==> run_1/zoom.png <==
Region (68, 103) to (108, 143) um. Cells in grey, sequential cells in the stronger grey; small squares are vias.
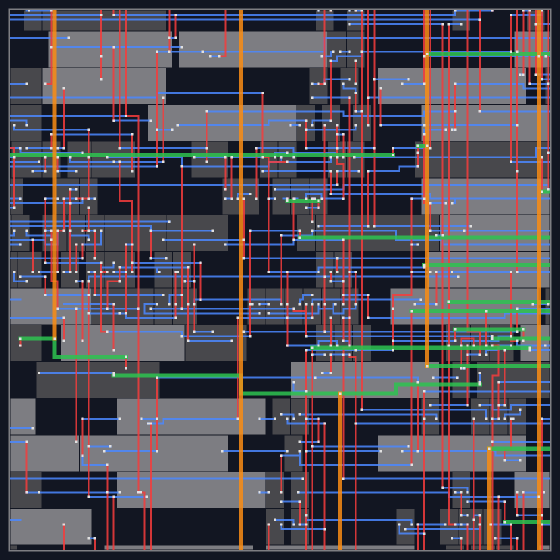
==> run_1/final_congestion.png <==
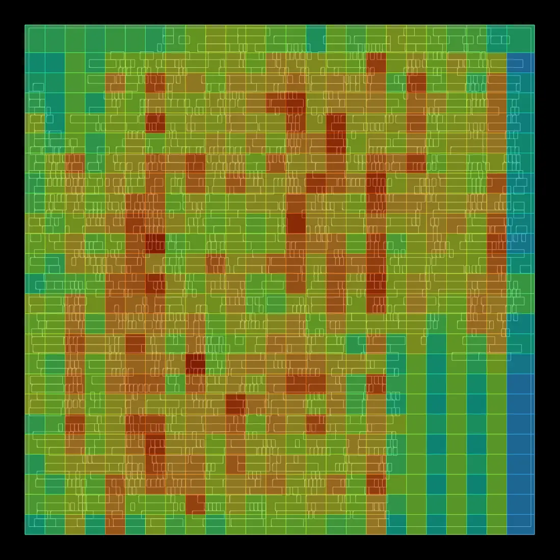
==> run_1/met2.png <==
Scale: 1.5 px per um.
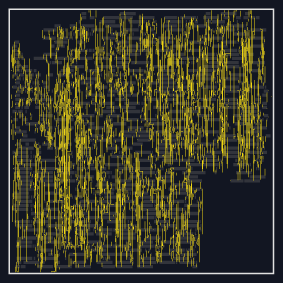
==> run_1/gate_families.png <==
Scale: 3 px per um.
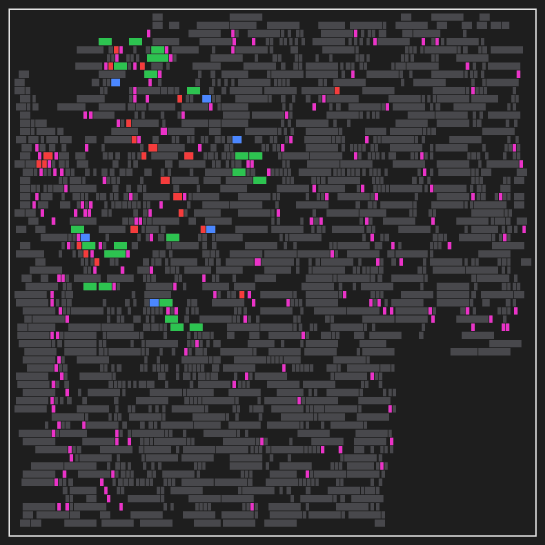
File: src/rtl/tipi_mmio_fifo.sv
// rtl/tipi_mmio_fifo.sv - FIFO-backed TI<->Pi mailbox behind a 4-register MMIO window
// TI side sees STAT/CTRL, RX data, RX count and TX data registers; Pi side sees valid/ready byte streams.
module tipi_fifo #(
  parameter int DEPTH_LOG2 = 4
) (
  input  logic                clk,
  input  logic                rst_n,
  input  logic                flush,
  input  logic                push,
  input  logic [7:0]          wdata,
  input  logic                pop,
  output logic [7:0]          rdata,
  output logic [DEPTH_LOG2:0] count,
  output logic                empty,
  output logic                full
);
  localparam int DEPTH = 1 << DEPTH_LOG2;

  logic [7:0]            mem [DEPTH];
  logic [DEPTH_LOG2-1:0] wr_ptr;
  logic [DEPTH_LOG2-1:0] rd_ptr;
  logic                  push_ok;
  logic                  pop_ok;

  assign empty   = (count == '0);
  assign full    = (count == (DEPTH_LOG2+1)'(DEPTH));
  assign pop_ok  = pop & ~empty;
  // A pop on the same edge frees the slot, so full+pop+push is accepted.
  assign push_ok = push & (~full | pop_ok);
  assign rdata   = mem[rd_ptr];

  always_ff @(posedge clk) begin
    if (push_ok && !flush) mem[wr_ptr] <= wdata;
  end

  always_ff @(posedge clk or negedge rst_n) begin
    if (!rst_n) begin
      wr_ptr <= '0;
      rd_ptr <= '0;
      count  <= '0;
    end else if (flush) begin
      wr_ptr <= '0;
      rd_ptr <= '0;
      count  <= '0;
    end else begin
      if (push_ok) wr_ptr <= wr_ptr + 1'b1;
      if (pop_ok)  rd_ptr <= rd_ptr + 1'b1;
      count <= count + {{DEPTH_LOG2{1'b0}}, push_ok} - {{DEPTH_LOG2{1'b0}}, pop_ok};
    end
  end
endmodule

module tipi_mmio_fifo #(
  parameter int          DEPTH_LOG2 = 4,
  parameter logic [15:0] RC_ADDR    = 16'h5ff9,
  parameter logic [15:0] RD_ADDR    = 16'h5ffb,
  parameter logic [15:0] TC_ADDR    = 16'h5ffd,
  parameter logic [15:0] TD_ADDR    = 16'h5fff
) (
  input  logic        ti_ph3,
  input  logic        ti_reset_n,
  input  logic        dev_en,
  input  logic [0:15] ti_a,
  input  logic        ti_memen,
  input  logic        ti_we,
  input  logic        ti_dbin,
  input  logic [0:7]  ti_d_in,
  output logic [0:7]  ti_d_out,
  output logic        ti_d_oe,
  output logic        ti_extint_n,
  output logic [7:0]  pi_tx_data,
  output logic        pi_tx_valid,
  input  logic        pi_tx_ready,
  input  logic [7:0]  pi_rx_data,
  input  logic        pi_rx_valid,
  output logic        pi_rx_ready
);
  logic [3:0]          hit;
  logic                bus_ok;
  logic [3:0]          wr_acc, rd_acc, wr_prev, rd_prev, wr_fire;
  logic                ctrl_wr, td_wr, rx_pop_req;
  logic                flush_tx, flush_rx;
  logic                tx_ovf, rx_ovf, rx_unf, irq_en;
  logic [7:0]          td_last;
  logic [7:0]          rx_head;
  logic [DEPTH_LOG2:0] tx_count, rx_count;
  logic                tx_empty, tx_full, rx_empty, rx_full;
  logic [0:7]          stat;

  assign hit     = {ti_a == TD_ADDR, ti_a == TC_ADDR, ti_a == RD_ADDR, ti_a == RC_ADDR};
  assign bus_ok  = dev_en & ~ti_memen;
  assign wr_acc  = {4{bus_ok & ~ti_we}} & hit;
  assign rd_acc  = {4{bus_ok & ti_dbin}} & hit;
  assign wr_fire = wr_acc & ~wr_prev;
  assign ctrl_wr = wr_fire[0];
  assign td_wr   = wr_fire[3];
  // RD pops on the trailing edge of the read so the byte stays put while the CPU samples it.
  assign rx_pop_req = rd_prev[1] & ~rd_acc[1];

  assign flush_tx = ctrl_wr & ti_d_in[7];
  assign flush_rx = ctrl_wr & ti_d_in[6];

  assign pi_tx_valid = ~tx_empty;
  assign pi_rx_ready = ~rx_full | (rx_pop_req & ~rx_empty);
  assign ti_d_oe     = bus_ok & ti_dbin & (ti_a >= RC_ADDR) & (ti_a <= TD_ADDR);

  tipi_fifo #(.DEPTH_LOG2(DEPTH_LOG2)) u_tx_fifo (
    .clk   (ti_ph3),
    .rst_n (ti_reset_n),
    .flush (flush_tx),
    .push  (td_wr),
    .wdata (ti_d_in),
    .pop   (pi_tx_ready),
    .rdata (pi_tx_data),
    .count (tx_count),
    .empty (tx_empty),
    .full  (tx_full)
  );

  tipi_fifo #(.DEPTH_LOG2(DEPTH_LOG2)) u_rx_fifo (
    .clk   (ti_ph3),
    .rst_n (ti_reset_n),
    .flush (flush_rx),
    .push  (pi_rx_valid & pi_rx_ready),
    .wdata (pi_rx_data),
    .pop   (rx_pop_req),
    .rdata (rx_head),
    .count (rx_count),
    .empty (rx_empty),
    .full  (rx_full)
  );

  assign stat = {irq_en, 1'b0, rx_unf, tx_ovf, rx_ovf, tx_empty, tx_full, ~rx_empty};

  always_comb begin
    ti_d_out = 8'h00;
    if (rd_acc[0])      ti_d_out = stat;
    else if (rd_acc[1]) ti_d_out = rx_empty ? 8'h00 : rx_head;
    else if (rd_acc[2]) ti_d_out = 8'(rx_count);
    else if (rd_acc[3]) ti_d_out = td_last;
  end

  // wr_prev resets high so a write still held when reset releases is not taken as new.
  always_ff @(posedge ti_ph3 or negedge ti_reset_n) begin
    if (!ti_reset_n) begin
      wr_prev     <= '1;
      rd_prev     <= '0;
      tx_ovf      <= 1'b0;
      rx_ovf      <= 1'b0;
      rx_unf      <= 1'b0;
      irq_en      <= 1'b0;
      td_last     <= 8'h00;
      ti_extint_n <= 1'b1;
    end else begin
      wr_prev     <= wr_acc;
      rd_prev     <= rd_acc;
      ti_extint_n <= ~(irq_en & ~rx_empty);
      if (td_wr) td_last <= ti_d_in;
      if (ctrl_wr) irq_en <= ti_d_in[0];
      if (ctrl_wr && ti_d_in[5]) begin
        tx_ovf <= 1'b0;
        rx_ovf <= 1'b0;
        rx_unf <= 1'b0;
      end
      if (td_wr && tx_full && !pi_tx_ready) tx_ovf <= 1'b1;
      if (rx_pop_req && rx_empty) rx_unf <= 1'b1;
      if (flush_rx && !rx_empty && pi_rx_valid) rx_ovf <= 1'b1;
    end
  end
endmodule

File: config.mk
export PLATFORM = sky130hd
export DESIGN_NAME = tipi_mmio_fifo
export DESIGN_NICKNAME = d
export VERILOG_FILES = /design/src/rtl/tipi_mmio_fifo.sv
export SDC_FILE = /design/constraint.sdc
export NUM_CORES = 1
export LEC_CHECK = 0
export ABC_AREA = 1
export CORE_MARGIN = 1
export CORE_UTILIZATION = 47
export CTS_BUF_LIST = sky130_fd_sc_hd__clkbuf_16
export DETAILED_ROUTE_END_ITERATION = 8
export GPL_ROUTABILITY_DRIVEN = 0
export HOLD_SLACK_MARGIN = 0.03
export PLACE_DENSITY = 0.61
export SYNTH_ARGS = -nofsm -noshare
export SYNTH_HDL_FRONTEND = slang
export SYNTH_HIERARCHICAL = 1
export SYNTH_SLANG_ARGS = --single-unit
File: constraint.sdc
create_clock -name ti_ph3 -period 3.9 [get_ports ti_ph3]
set_input_delay 0.585 -clock ti_ph3 [delete_from_list [all_inputs] [get_ports ti_ph3]]
set_output_delay 0.585 -clock ti_ph3 [all_outputs]
set_load 0.01 [all_outputs]
==> metrics.cfg, run 1 <==
[run_status]
status=completed

[clocking]
cts_sinks=298
cts_tree=built
cts.htree.levels=2
cts_buffer_depth=3
post-cts-setup-buffers=0
clockRootBuffer=clkbuf_16
cts-resized-gates=0
numCtsBuffers=34

[global_route]
grt_pass1_vias=9242
grt-ovfl-total=0
antenna_found_initial=0

[routing]
via_count=9742
highest_layer=met4
wl_met3_um=1790
wl_per_cell_um=16.4
drt_pass1_iterations=8
wl_met1_um=15100
drtIter0Drc=716

[timing]
finalSetupViolCount=0
rsz0062_at_grt=no
setup_ws_ps=274

[cells_and_area]
drive_gt1_frac=0.0907
lay_top_count=nand2_1
finalNonFillerCells=1956

[critical_path]
critPathArrivalTime_ps=3040
cp-end-kind=primary output
worstPathRequired_ps=3310
crit_top_cell=nand2_1

[die]
dieWidth_um=175

[placement]
dp.cells=1896
place_ws_ps=164

[synth]
common_cells=nand2_1, edfxtp_1, nor2_1
synthAoiAreaFrac=0.00933
top_cell=nand2_1
top_logic_kind=simple AND/OR/NAND/NOR gates
xor_share=0.00373
ys_seq_frac=0.621

[pwr]
power_leakage_nw=6.84
cellPowerDensity_nw_per_um2=550

## Picture notes: zoom.png
- met2: red
- met3: green
- met1: blue
- met4: orange
- cells with their middle in the window: 103
- most frequent: nand2_1 (33), nor2_1 (14), edfxtp_1 (13)
- netlist names of flops here include: u_tx_fifo/mem (13), u_tx_fifo/wr_ptr (4)
- sequential cells in the window: 19

## Picture notes: final_congestion.png
met1 Resource Use GR: 0.315
GR Util met2: 0.340
met3 Track Usage GR: 0.0287
GR peak layer: met2
Final Util: 0.544

## Picture notes: met2.png
- wire length on this layer: 14600 um
- longest straight run: 68.7 um
- main direction: vertical
- nets with wire on the layer: 1112
- share of all routed wire: 45%

## Picture notes: gate_families.png
- XOR/XNOR gates: blue (cells 6)
- adder and majority cells: green (cells 22)
- inverting AOI/OAI gates: red (cells 22)
- inverters: magenta (cells 173; where spread over the die)

## run 1: cell families after synthesis
logic type / count (synthesis)
AND/OR/NAND/NOR: 896
XOR/XNOR: 6
flip-flops: 298
adder cells (fa/ha/maj): 22
AND-OR/OR-AND: 22
buffers and inverters: 224
## run 1: worst paths after layout
kind	startpoint	endpoint	slack [ps]	depth (start not counted)
max	u_rx_fifo/rd_ptr[0]	ti_d_out[3]	270	12
min	ti_reset_n	rx_unf	240	1
max reg2reg	u_rx_fifo/count[2]	u_rx_fifo/count[4]	720	17
min reg2reg	irq_en	ti_extint_n	500	1
max in group asynchronous	ti_reset_n	u_rx_fifo/rd_ptr[0]	2990	1
min in group ti_ph3	irq_en	ti_extint_n	500	1
## run 1: cell type report
type,instances,area (um^2),area share
sequential,298,8740,0.544
multi-input combinational,946,4340,0.270
clock buffer,35,876,0.0544
timing repair buffer,89,823,0.0512
inverter,173,654,0.0407
tap,390,488,0.0303
clock inverter,25,165,0.0103
## run 1: registers in the layout, indices dropped and copies added (netlist names), 4 cells and up
name / count
u_rx_fifo/rd_ptr: 4
u_tx_fifo/count: 5
u_rx_fifo/wr_ptr: 4
u_tx_fifo/rd_ptr: 4
u_rx_fifo/mem: 128
td_last: 8
u_rx_fifo/count: 5
u_tx_fifo/mem: 128
u_tx_fifo/wr_ptr: 4
## run 1: through the flow
step,hold slack [ps],util
2_1_floorplan,289,-
3_3_place_gp,485,0.509
3_5_place_dp,481,0.509
4_1_cts,268,0.544
5_1_grt,336,0.544
6_report,238,0.544
## run 1: report_power, final
part           internal, mW  leakage, nW  switching [mW]
sequential             3.69         2.83           0.191
combinational         0.741         3.49            1.30
clock                  1.70        0.516            1.23
==> run_1/registers.png <==
Scale: 3 px per um. Other sequential cells in the stronger grey, the rest of the logic in the fainter grey.
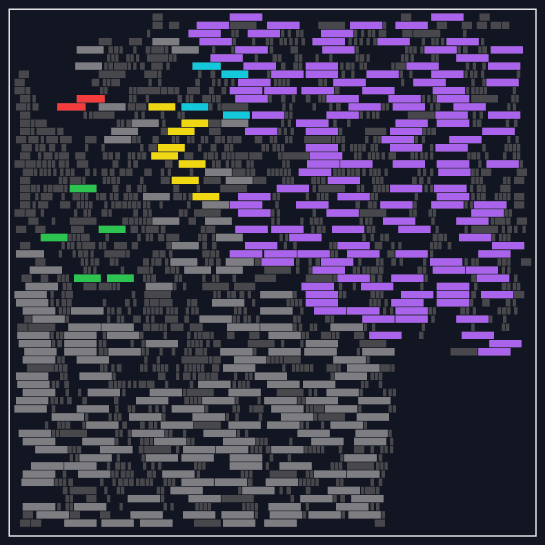

==> inputs of run 2 (changes only) <==
- CAP_MARGIN: not set -> 20
- CORE_MARGIN: 1 -> not set
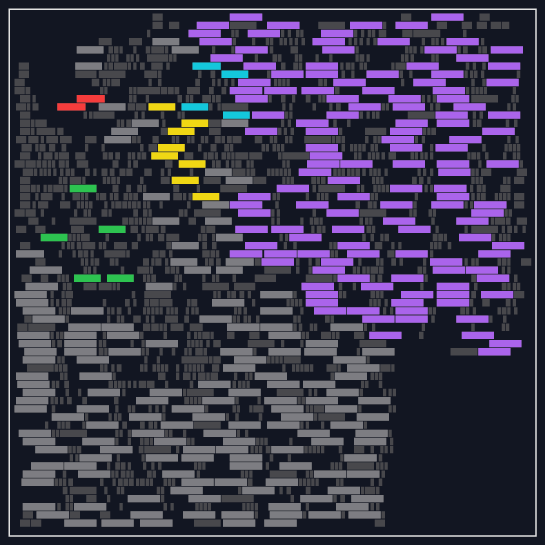
(run_2/registers.png)
Scale: 3 px per um. Other sequential cells in the stronger grey, the rest of the logic in the fainter grey.
- u_rx_fifo/count: green (sequential cells 5; where middle left)
- u_tx_fifo/rd_ptr: cyan (sequential cells 4; where top centre)
- u_tx_fifo/mem: purple (sequential cells 128)
- td_last: yellow (sequential cells 8)
- wr_prev: red (sequential cells 2)
Final Util: 0.545
sequential cell area share: 0.543
Seq. cell area: 8740 um^2
Sequential Power: 3.88 mW

==> run 2 against run 1 <==
Compared with the run above: critical path depth unchanged; non-clock buffer count rose by 2; clock power hardly changed; largest cell class unchanged; largest power group unchanged.
==> metrics.cfg, run 2 <==
[critical_path]
critPathArrivalTime_ps=3060
reg2reg_depth=17
r2r_end=u_rx_fifo/count[4]
ff2ff_setup_slack_ps=720
cp-end-kind=primary output
worstPathRequired_ps=3310
endpoint=ti_d_out[5]
worst-setup-path-type=flip-flop to primary output
reg2reg_from=u_rx_fifo/count[2]
startpoint=u_rx_fifo/rd_ptr[0]

[run_status]
status=completed

[global_route]
grt_pass1_vias=9242
antenna_found_initial=0
use_met1=0.315
grt_busiest_layer=met2
grtUsageMet3=0.0287
grt-ovfl-total=0
grt_use_met2=0.340

[routing]
drt_pass1_iterations=5
drtIter0Drc=756
wl_met2_um=14600
wl_met3_um=1710
highest_layer=met4
wl_met1_um=15300
vias_per_cell=5.00
wl_per_cell_um=16.5

[clocking]
cts_tree=built
cts_sinks=298
cts_buffer_depth=3
cts-resized-gates=0
clockRootBuffer=clkbuf_16
numCtsBuffers=34
cts.htree.levels=2

[min_path]
hold_path_class=input port to asynchronous set/reset pin

[synth]
common_cells=nand2_1, edfxtp_1, nor2_1
ys.flops=298
synth_cell_types=40
synth_top_cell_by_area=edfxtp_1
synth.area.top_cells=edfxtp_1, nand2_1, dfrtp_1
top_cell=nand2_1
ys_seq_frac=0.621
edf_count=256

[cells_and_area]
lay_top_count=nand2_1
drive_gt1_frac=0.0912
reg_top3=u_rx_fifo/mem (128), u_tx_fifo/mem (128), td_last (8)
nets=1606
finalNonFillerCells=1958

[pwr]
p_comb_frac=0.231
cellPowerDensity_nw_per_um2=549
p_sw_frac=0.308
power_switching_mw=2.72
power_frac_clock=0.331
cell_internal_pwr_mw=6.13
power_leakage_nw=6.85
seqPwrFrac=0.438

[timing]
period_minus_slack_ps=3650
setup_ws_ps=254
rsz0062_at_grt=no
finalSetupViolCount=0
fin_hold_ws_ps=436

[die]
io_pins=60
dieWidth_um=175

[placement]
place_ws_ps=164
dp.cells=1896

[job]
drv_cap=0
tool_warnings=34

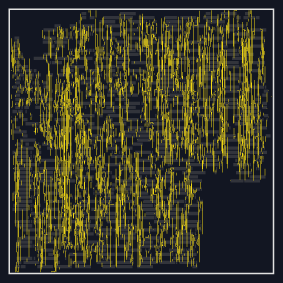
(run_2/met2.png)
Scale: 1.5 px per um.
- longest straight run: 68.7 um
- wire length on this layer: 14600 um
- nets with wire on the layer: 1120
- main direction: vertical
- share of all routed wire: 45%
Total Wirelength: 32200 um
vias: 9785

-- run 2: cell families (layout without fill, tap and decap cells) --
group	after synthesis	after routing	synth area share
xor+xnor	6	6	0.00373
flops	298	298	0.621
compound gates	22	22	0.00933
buf+inv	224	324	0.0715
fa+ha+maj	22	22	0.0206
simple gates	896	896	0.274
-- run 2: critical path: stages (launching register included) --
cell and delay, ps:
dfrtp_2 430, inv_4 420, nand2_1 110, nand3_1 110, nand2_1 50, nor2_1 260
nand2_1 130, nand2_1 160, nand3_1 100, nand4_1 110, nand2_1 80, inv_1 60
clkdlybuf4s50_1 520
-- run 2: how the worst min path moves through the flow --
stage / from / end / slack, ps / cells after the start
floorplan: ti_reset_n / irq_en / 290 / 0
global placement: td_last[5] / td_last[5] / 480 / 2
detailed placement: td_last[5] / td_last[5] / 480 / 2
CTS: ti_reset_n / u_rx_fifo/count[1] / 270 / 1
global route: ti_reset_n / u_tx_fifo/count[2] / 430 / 2
finish: ti_reset_n / u_tx_fifo/count[2] / 440 / 2
-- run 2: area by class of cell --
| type | count | area [um^2] |
|---|---|---|
| clock buffers | 35 | 876 |
| fillers | 2613 | 13400 |
| repair buffers | 91 | 853 |
| multi-input cells | 946 | 4340 |
| clock inverters | 25 | 165 |
| inverters | 173 | 654 |
| flip-flops and latches | 298 | 8740 |
| well taps | 390 | 488 |
-- run 2: timing repair --
action / CTS / global route
hold buffers: 0 / 1
hold endpoints to repair: 0 / 2
buffers inserted: 0 / 0
-- run 2: power by group through the flow --
stage	clock network [mW]	logic [mW]	registers, mW
4_1_cts	3.00	2.05	3.88
3_3_place_gp	0	2.00	3.94
5_1_grt	3.13	2.31	3.90
6_report	2.93	2.04	3.88
2_1_floorplan	0	1.43	3.84
3_5_place_dp	0	2.04	3.94
Power and IR drop assume default switching activity.
